**src/rtl/ram8_byte_ctrl_if.sv**
```systemverilog
// Byte-stream command/readback bus plus the RAM8 port, bundled for ram8_byte_ctrl.
// The slave modport is the controller's view; the master modport is the driving side.
interface ram8_byte_ctrl_if;
  logic        in_valid;
  logic [7:0]  in_data;
  logic        in_ready;
  logic        out_valid;
  logic [7:0]  out_data;
  logic        out_ready;
  logic        busy;
  logic        ram_en;
  logic [3:0]  ram_we;
  logic [2:0]  ram_a;
  logic [31:0] ram_di;
  logic [31:0] ram_do;

  modport slave (
    input  in_valid, in_data, out_ready, ram_do,
    output in_ready, out_valid, out_data, busy, ram_en, ram_we, ram_a, ram_di
  );

  modport master (
    output in_valid, in_data, out_ready, ram_do,
    input  in_ready, out_valid, out_data, busy, ram_en, ram_we, ram_a, ram_di
  );
endinterface

```
**src/rtl/ram8_byte_ctrl.sv**
```systemverilog
// Byte-serial front end for an 8x32 RAM8 macro: command byte, then 4 write bytes
// or 4 readback bytes, LSB first. Every output comes from a register or the state.
module ram8_byte_ctrl (
  input  logic            CLK,
  input  logic            RST_N,
  ram8_byte_ctrl_if.slave bus
);

  typedef enum logic [2:0] {IDLE, WDATA, WISSUE, RISSUE, RWAIT, RSEND} state_t;

  state_t      state_q, state_d;
  logic        live_q;
  logic [2:0]  addr_q, addr_d;
  logic [3:0]  mask_q, mask_d;
  logic [31:0] di_q, di_d;
  logic [31:0] sh_q, sh_d;
  logic [1:0]  cnt_q, cnt_d;
  logic        in_rdy, in_acc, out_acc;

  // live_q keeps in_ready low during reset and raises it on the first edge after release
  assign in_rdy  = live_q && (state_q == IDLE || state_q == WDATA);
  assign in_acc  = bus.in_valid && in_rdy;
  assign out_acc = (state_q == RSEND) && bus.out_ready;

  assign bus.in_ready  = in_rdy;
  assign bus.out_valid = (state_q == RSEND);
  assign bus.out_data  = sh_q[7:0];
  assign bus.busy      = (state_q != IDLE);
  assign bus.ram_en    = (state_q == WISSUE) || (state_q == RISSUE);
  assign bus.ram_we    = (state_q == WISSUE) ? mask_q : 4'b0000;
  assign bus.ram_a     = addr_q;
  assign bus.ram_di    = di_q;

  always_ff @(posedge CLK or negedge RST_N) begin
    if (!RST_N) begin
      state_q <= IDLE;
      live_q  <= 1'b0;
      addr_q  <= '0;
      mask_q  <= '0;
      di_q    <= '0;
      sh_q    <= '0;
      cnt_q   <= '0;
    end else begin
      state_q <= state_d;
      live_q  <= 1'b1;
      addr_q  <= addr_d;
      mask_q  <= mask_d;
      di_q    <= di_d;
      sh_q    <= sh_d;
      cnt_q   <= cnt_d;
    end
  end

  always_comb begin
    state_d = state_q;
    addr_d  = addr_q;
    mask_d  = mask_q;
    di_d    = di_q;
    sh_d    = sh_q;
    cnt_d   = cnt_q;
    case (state_q)
      IDLE: begin
        if (in_acc) begin
          addr_d  = bus.in_data[2:0];
          mask_d  = bus.in_data[6:3];
          state_d = bus.in_data[7] ? WDATA : RISSUE;
        end
      end
      WDATA: begin
        if (in_acc) begin
          di_d[{cnt_q, 3'b000} +: 8] = bus.in_data;
          cnt_d = cnt_q + 2'd1;
          // an all-zero lane mask skips the RAM access entirely
          if (cnt_q == 2'd3) state_d = (mask_q != 4'b0000) ? WISSUE : IDLE;
        end
      end
      WISSUE: state_d = IDLE;
      RISSUE: state_d = RWAIT;
      RWAIT: begin
        sh_d    = bus.ram_do;
        state_d = RSEND;
      end
      RSEND: begin
        if (out_acc) begin
          sh_d  = sh_q >> 8;
          cnt_d = cnt_q + 2'd1;
          if (cnt_q == 2'd3) state_d = IDLE;
        end
      end
      default: state_d = IDLE;
    endcase
  end

endmodule

```
**src/flat_wrapper.sv**
```systemverilog
// flat-port wrapper written by rule: the top's interface ports become plain ports
module ram8_byte_ctrl_flat 
  (CLK, RST_N, bus_in_valid, bus_in_data, bus_out_ready, bus_ram_do, bus_in_ready, bus_out_valid, bus_out_data, bus_busy, bus_ram_en, bus_ram_we, bus_ram_a, bus_ram_di);
  ram8_byte_ctrl_if bus_i ();
  input  logic CLK;
  input  logic RST_N;
  input wire logic [$bits(bus_i.in_valid)-1:0] bus_in_valid;
  input wire logic [$bits(bus_i.in_data)-1:0] bus_in_data;
  input wire logic [$bits(bus_i.out_ready)-1:0] bus_out_ready;
  input wire logic [$bits(bus_i.ram_do)-1:0] bus_ram_do;
  output wire logic [$bits(bus_i.in_ready)-1:0] bus_in_ready;
  output wire logic [$bits(bus_i.out_valid)-1:0] bus_out_valid;
  output wire logic [$bits(bus_i.out_data)-1:0] bus_out_data;
  output wire logic [$bits(bus_i.busy)-1:0] bus_busy;
  output wire logic [$bits(bus_i.ram_en)-1:0] bus_ram_en;
  output wire logic [$bits(bus_i.ram_we)-1:0] bus_ram_we;
  output wire logic [$bits(bus_i.ram_a)-1:0] bus_ram_a;
  output wire logic [$bits(bus_i.ram_di)-1:0] bus_ram_di;
  assign bus_i.in_valid = bus_in_valid;
  assign bus_i.in_data = bus_in_data;
  assign bus_i.out_ready = bus_out_ready;
  assign bus_i.ram_do = bus_ram_do;
  assign bus_in_ready = bus_i.in_ready;
  assign bus_out_valid = bus_i.out_valid;
  assign bus_out_data = bus_i.out_data;
  assign bus_busy = bus_i.busy;
  assign bus_ram_en = bus_i.ram_en;
  assign bus_ram_we = bus_i.ram_we;
  assign bus_ram_a = bus_i.ram_a;
  assign bus_ram_di = bus_i.ram_di;
  ram8_byte_ctrl u_core (.CLK(CLK), .RST_N(RST_N), .bus(bus_i));
endmodule
```
**config.mk**
```make
export PLATFORM = sky130hd
export DESIGN_NAME = ram8_byte_ctrl_flat
export DESIGN_NICKNAME = d
export VERILOG_FILES = /design/src/rtl/ram8_byte_ctrl_if.sv /design/src/rtl/ram8_byte_ctrl.sv /design/src/flat_wrapper.sv
export SDC_FILE = /design/constraint.sdc
export NUM_CORES = 1
export LEC_CHECK = 0
export CELL_PAD_IN_SITES_DETAIL_PLACEMENT = 1
export CELL_PAD_IN_SITES_GLOBAL_PLACEMENT = 2
export CORE_AREA = 4 4 122 100
export CTS_CLUSTER_DIAMETER = 100
export DETAILED_ROUTE_END_ITERATION = 7
export DIE_AREA = 0 0 126 104
export MAX_ROUTING_LAYER = met4
export PLACE_DENSITY_LB_ADDON = 0.1
export REMOVE_ABC_BUFFERS = 1
export SYNTH_ARGS = -nofsm -noshare
export SYNTH_HDL_FRONTEND = slang
export SYNTH_SLANG_ARGS = --single-unit
```
**constraint.sdc**
```tcl
create_clock -name CLK -period 3.84 [get_ports CLK]
set_input_delay 0.576 -clock CLK [delete_from_list [all_inputs] [get_ports CLK]]
set_output_delay 0.576 -clock CLK [all_outputs]
set_load 0.05 [all_outputs]
```
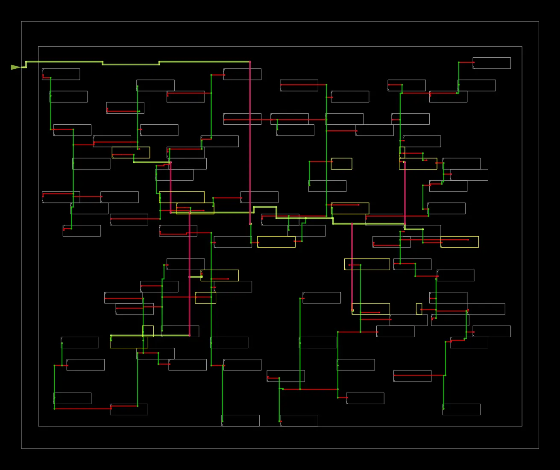
(clock nets)
final sequential cell count: 77
Clock Buffer Count: 13
largest clock skew in the final design: 0.00443 ns

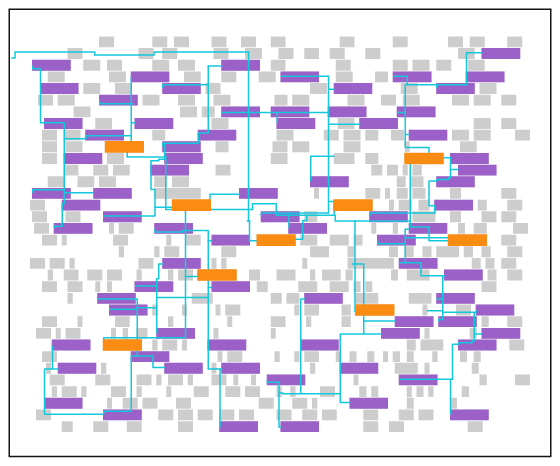
(clock network drawn from the DEF)
legend:
  cells driving clock nets:
    colour: orange
    count: 9
  flip-flops:
    colour: purple
    count: 77
  clock wires:
    colour: cyan
    length: 1160 um
flops lie: widely spread

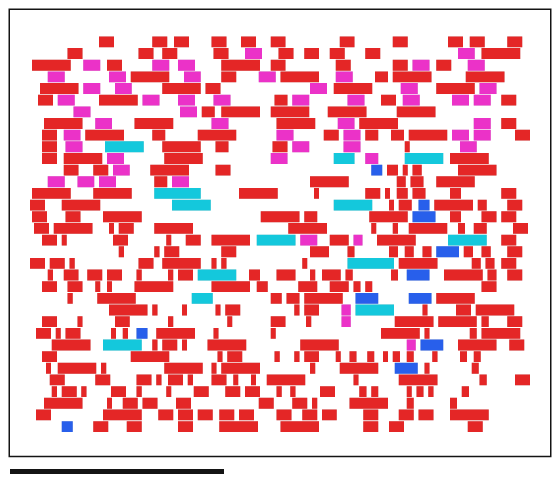
(sizing map)
Bar = 50 um.
legend:
  drive 2:
    colour: magenta
    cells: 54
    most_used: mux2_2
  drive 3 to 4:
    colour: blue
    cells: 11
    most_used: mux2_4
  drive 6 and up:
    colour: cyan
    cells: 13
    most_used: clkbuf_16
  drive 1 or less:
    colour: red
    cells: 321
    most_used: clkdlybuf4s50_1

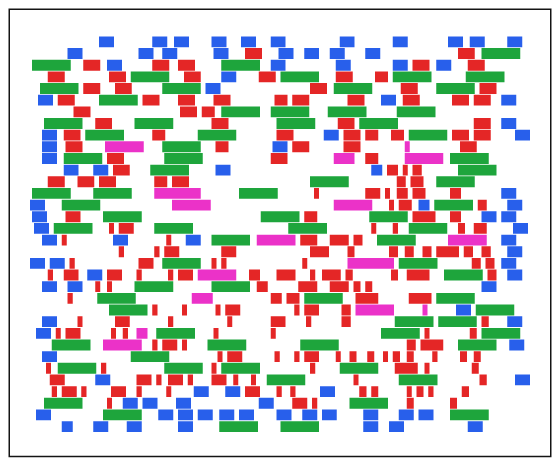
(placement by cell class)
legend:
  flip-flops:
    colour: green
    cells: 77
  other buffers and delay cells:
    colour: blue
    cells: 96
  all other logic:
    colour: red
    cells: 210
  clock drivers and dummy loads:
    colour: magenta
    cells: 16

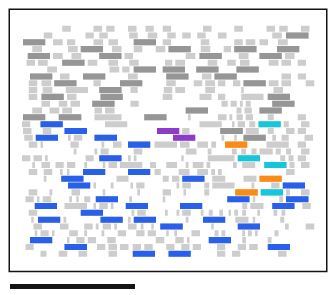
(where the registers sit)
Bar = 50 um. Other sequential cells in the stronger grey, the rest of the logic in the fainter grey.
legend:
  `u_core.bus.ram_a`:
    colour: orange
    sequential_cells: 3
  `u_core.mask_q`:
    colour: cyan
    sequential_cells: 4
    where: middle right
  `u_core.cnt_q`:
    colour: purple
    sequential_cells: 2
  `u_core.bus.ram_di`:
    colour: blue
    sequential_cells: 32
not coloured: 36

==> summary.txt <==
Notes from the flow run.

Layout:
- The run puts the number of inserted diodes at 0.
- Between the synthesized netlist and the finished layout, the area growth was recorded as 36.5%.
- The finished layout holds 543 standard cells, fillers aside.

Timing:
- The run puts the timing-limited maximum frequency at 0.332 GHz.
- The run gives the setup TNS as 0 ns.
- Endpoints failing hold in the final report were tallied at 0.
- The run puts the share of the cycle needed by the critical path after routing at 78.4%.
- The run gives the minimum period implied by the final worst setup slack as 3.01 ns.
- The run puts the total of endpoints with negative setup slack in the final report at 0.
- The run gives the worst slack on hold paths as 0.408 ns.
- The run puts the actual slew at the worst max-slew pin at 1.08 ns.
- The run gives the worst slew margin relative to its limit as 28.1%.

Hold path:
- According to the hold report, the worst path is of the in -> async type.

Routing:
- The run puts the initial DRC count at 143.
- Per the detail_route report, routed wire per instance is 17.1 um.
- The run gives the number of vias in the routed layout as 2564.
- The run puts the via count normalized by instance count at 4.72.
- The run gives the detailed-route wire length as 9270 um.
- The run puts the detailed-routing iteration count for the pre-antenna-repair pass at 4.
- The highest metal layer carrying signal wires in the routed design is met4.
- The script parses the final routing iteration and logs DRC violations as 0.
- The run puts the post-route antenna net violation count at 0.
- The run puts the wire length on met2 at 4290 um.
- The run gives the met1 wire length as 4520 um.

Floorplanning:
- The run puts the placement row count at 34.
- The run puts the initial cell density of the core at 33.6%.
- According to the floorplan report, the placeable core area is 10900 um^2.
- The run puts the I/O pin total at 95.
- The die covers 13100 um^2.
- The run puts the x dimension of the die at 126 um.

CTS:
- Clock tree synthesis found a total of 77 sinks.
- CTS reports a maximum clock tree buffer depth of 2.
- The tree is rooted in a clkbuf_16.
- The run gives the number of setup buffers added after CTS as 0.
- The run puts the total of cells resized after clock tree synthesis at 0.
- The run puts the clock latency at the later pin of the worst-skew pair at 0.33 ns.

Placement:
- The run puts the detailed-placement wirelength estimate at 6450 um.
- The run gives the final estimated routing congestion in global placement as 0.708.
- The run puts the count of placed standard cells including taps at 527.
- The run gives the count of buffers from port buffering as 94.

Global route:
- The run puts the initial antenna violation count at 0.
- The run puts the wire length of the first global-routing pass at 15400 um.
- Overall routing resource usage recorded by global route was 15.3%.
- The run puts the pin count of the biggest net entering global routing at 78.
- The via count of the first global-routing pass was 2898.

Yosys:
- The average instance in the mapped netlist occupies 11.9 um^2.
- Yosys mapped a number of flops with a built-in enable equal to 0.
- Yosys printed 0 warnings.
- The run puts the number of library cell types mapped by synthesis at 38.
- In the synthesized netlist the async set-or-reset flop fraction comes to 100%.
- The run gives the cell count after synthesis as 308.
- The run gives the chip area from the yosys synthesis statistics as 3660 um^2.
- The run puts the sequential area share after synthesis at 52.6%.

Pwr:
- The run gives the power per cell area as 888 nW/um^2.
- Summing internal, switching and leakage power gives 4440 uW.
- The run puts the cell leakage power at 0.00207 uW.
- Across the VDD grid, the largest voltage drop is 431 uV.

Worst setup path:
- The run puts the register-to-register setup slack at 1.56 ns.
- The run puts the data required time of the critical path at 3.26 ns.
- The run gives the critical path arrival as 2.43 ns.
- The run gives the category of the worst setup path launch point as a register.
- The run gives the highest fanout seen on the critical path as 26.
- The run gives the kind of end point of the critical path as an output pin.
- The run gives the class of the most critical setup path as reg -> out.

Flow run:
- The run gives the OpenROAD warning count as 30.
- The run gives the count of max-cap constraint violations as 0.

Run status:
- The flow ran to the end, and the final reports show no timing, DRC or antenna violations.
worst paths after layout:
path                                   start                    end  cells past startpoint
max in group asynchronous              RST_N  u_core.bus.ram_di[27]                      1
max                        u_core.state_q[0]          bus_out_valid                      3
min                                    RST_N   u_core.bus.ram_di[2]                      1
min reg2reg                  u_core.sh_q[25]        u_core.sh_q[25]                      1
min in group CLK             u_core.sh_q[25]        u_core.sh_q[25]                      1
max reg2reg                  u_core.cnt_q[0]   u_core.bus.ram_di[1]                      5
layout by cell type, fill, tap and decap left out, types with 2 or more instances in the layout:
cell type,count
mux2_4,7
ha_1,6
mux2i_1,24
o21ai_0,16
nor3_1,2
a22o_1,8
nand2_1,33
bufinv_16,2
nor2_2,3
nor3b_1,4
inv_1,28
mux2_2,49
or3_1,2
and3b_1,2
buf_4,3
clkbuf_16,9
clkbuf_8,2
nor2_1,2
nand3_1,4
clkdlybuf4s50_1,93
and2_1,4
dfrtp_1,77
clkbuf_1,2
synthesized netlist by cell type (2+ instances only):
cell type  count  area share, %
dfrtp_1       77             53
mux2_2        49             15
nand2_1       33            3.4
inv_1         28            2.9
mux2i_1       24            6.6
o21ai_0       16            2.2
buf_4          9            1.8
a22o_1         8            1.9
mux2_4         7            2.9
buf_2          6           0.82
ha_1           6            2.1
and2_1         4           0.68
clkbuf_1       4           0.41
nand3_1        4           0.55
nor3b_1        4           0.82
nor2_2         3           0.51
and3b_1        2           0.48
nor2_1         2           0.21
nor3_1         2           0.27
or3_1          2           0.34
registers in the layout, indices dropped and copies added, names as in the netlist:
name / flops
u_core.cnt_q: 2
u_core.bus.ram_di: 32
u_core.bus.ram_a: 3
u_core.mask_q: 4
u_core.state_q: 3
u_core.sh_q: 32
u_core.live_q: 1
worst max-delay path, cell delays in order (launching register included):
cell and delay, ns:
dfrtp_1 0.65, and3b_1 0.23, buf_4 0.33, clkdlybuf4s50_1 0.88
per-stage QoR:
stage	setup WS, ns	util, %	cell area (um^2)
5_1_grt	0.690	45.9	5000
4_1_cts	0.802	45.9	5000
3_5_place_dp	1.10	42.9	4670
2_1_floorplan	1.46	-	3530
3_3_place_gp	1.14	42.9	4670
6_report	0.831	45.9	5000
routing by layer:
metal	vias up	GRT usage, %
li1	1208	-
met1	1295	20.4
met2	50	22.8
met3	11	4.11
met4	0	4.59
met5	-	-
area by class of cell:
cell class	instances	area, um^2
tap	144	180
timing repair buffer	96	953
fill	1190	5890
inverter	28	105
clock inverter	3	67.6
clock buffer	13	260
multi-input combinational	182	1510
sequential	77	1930
power by group:
| part | switching [uW] | internal [uW] |
|---|---|---|
| Sequential | 240 | 1170 |
| Clock | 327 | 605 |
| Combinational | 1260 | 833 |
logic make-up (layout without fill, tap and decap cells):
group | Yosys count | after routing | synth area share [%]
xor+xnor | 1 | 1 | 0.239
compound gates | 31 | 31 | 5.57
buf+inv | 49 | 140 | 6.36
flops | 77 | 77 | 52.6
other cells | 1 | 1 | 0.102
mux | 80 | 80 | 24.5
simple gates | 63 | 63 | 8.54
fa+ha+maj | 6 | 6 | 2.05
Power and IR drop assume default switching activity.
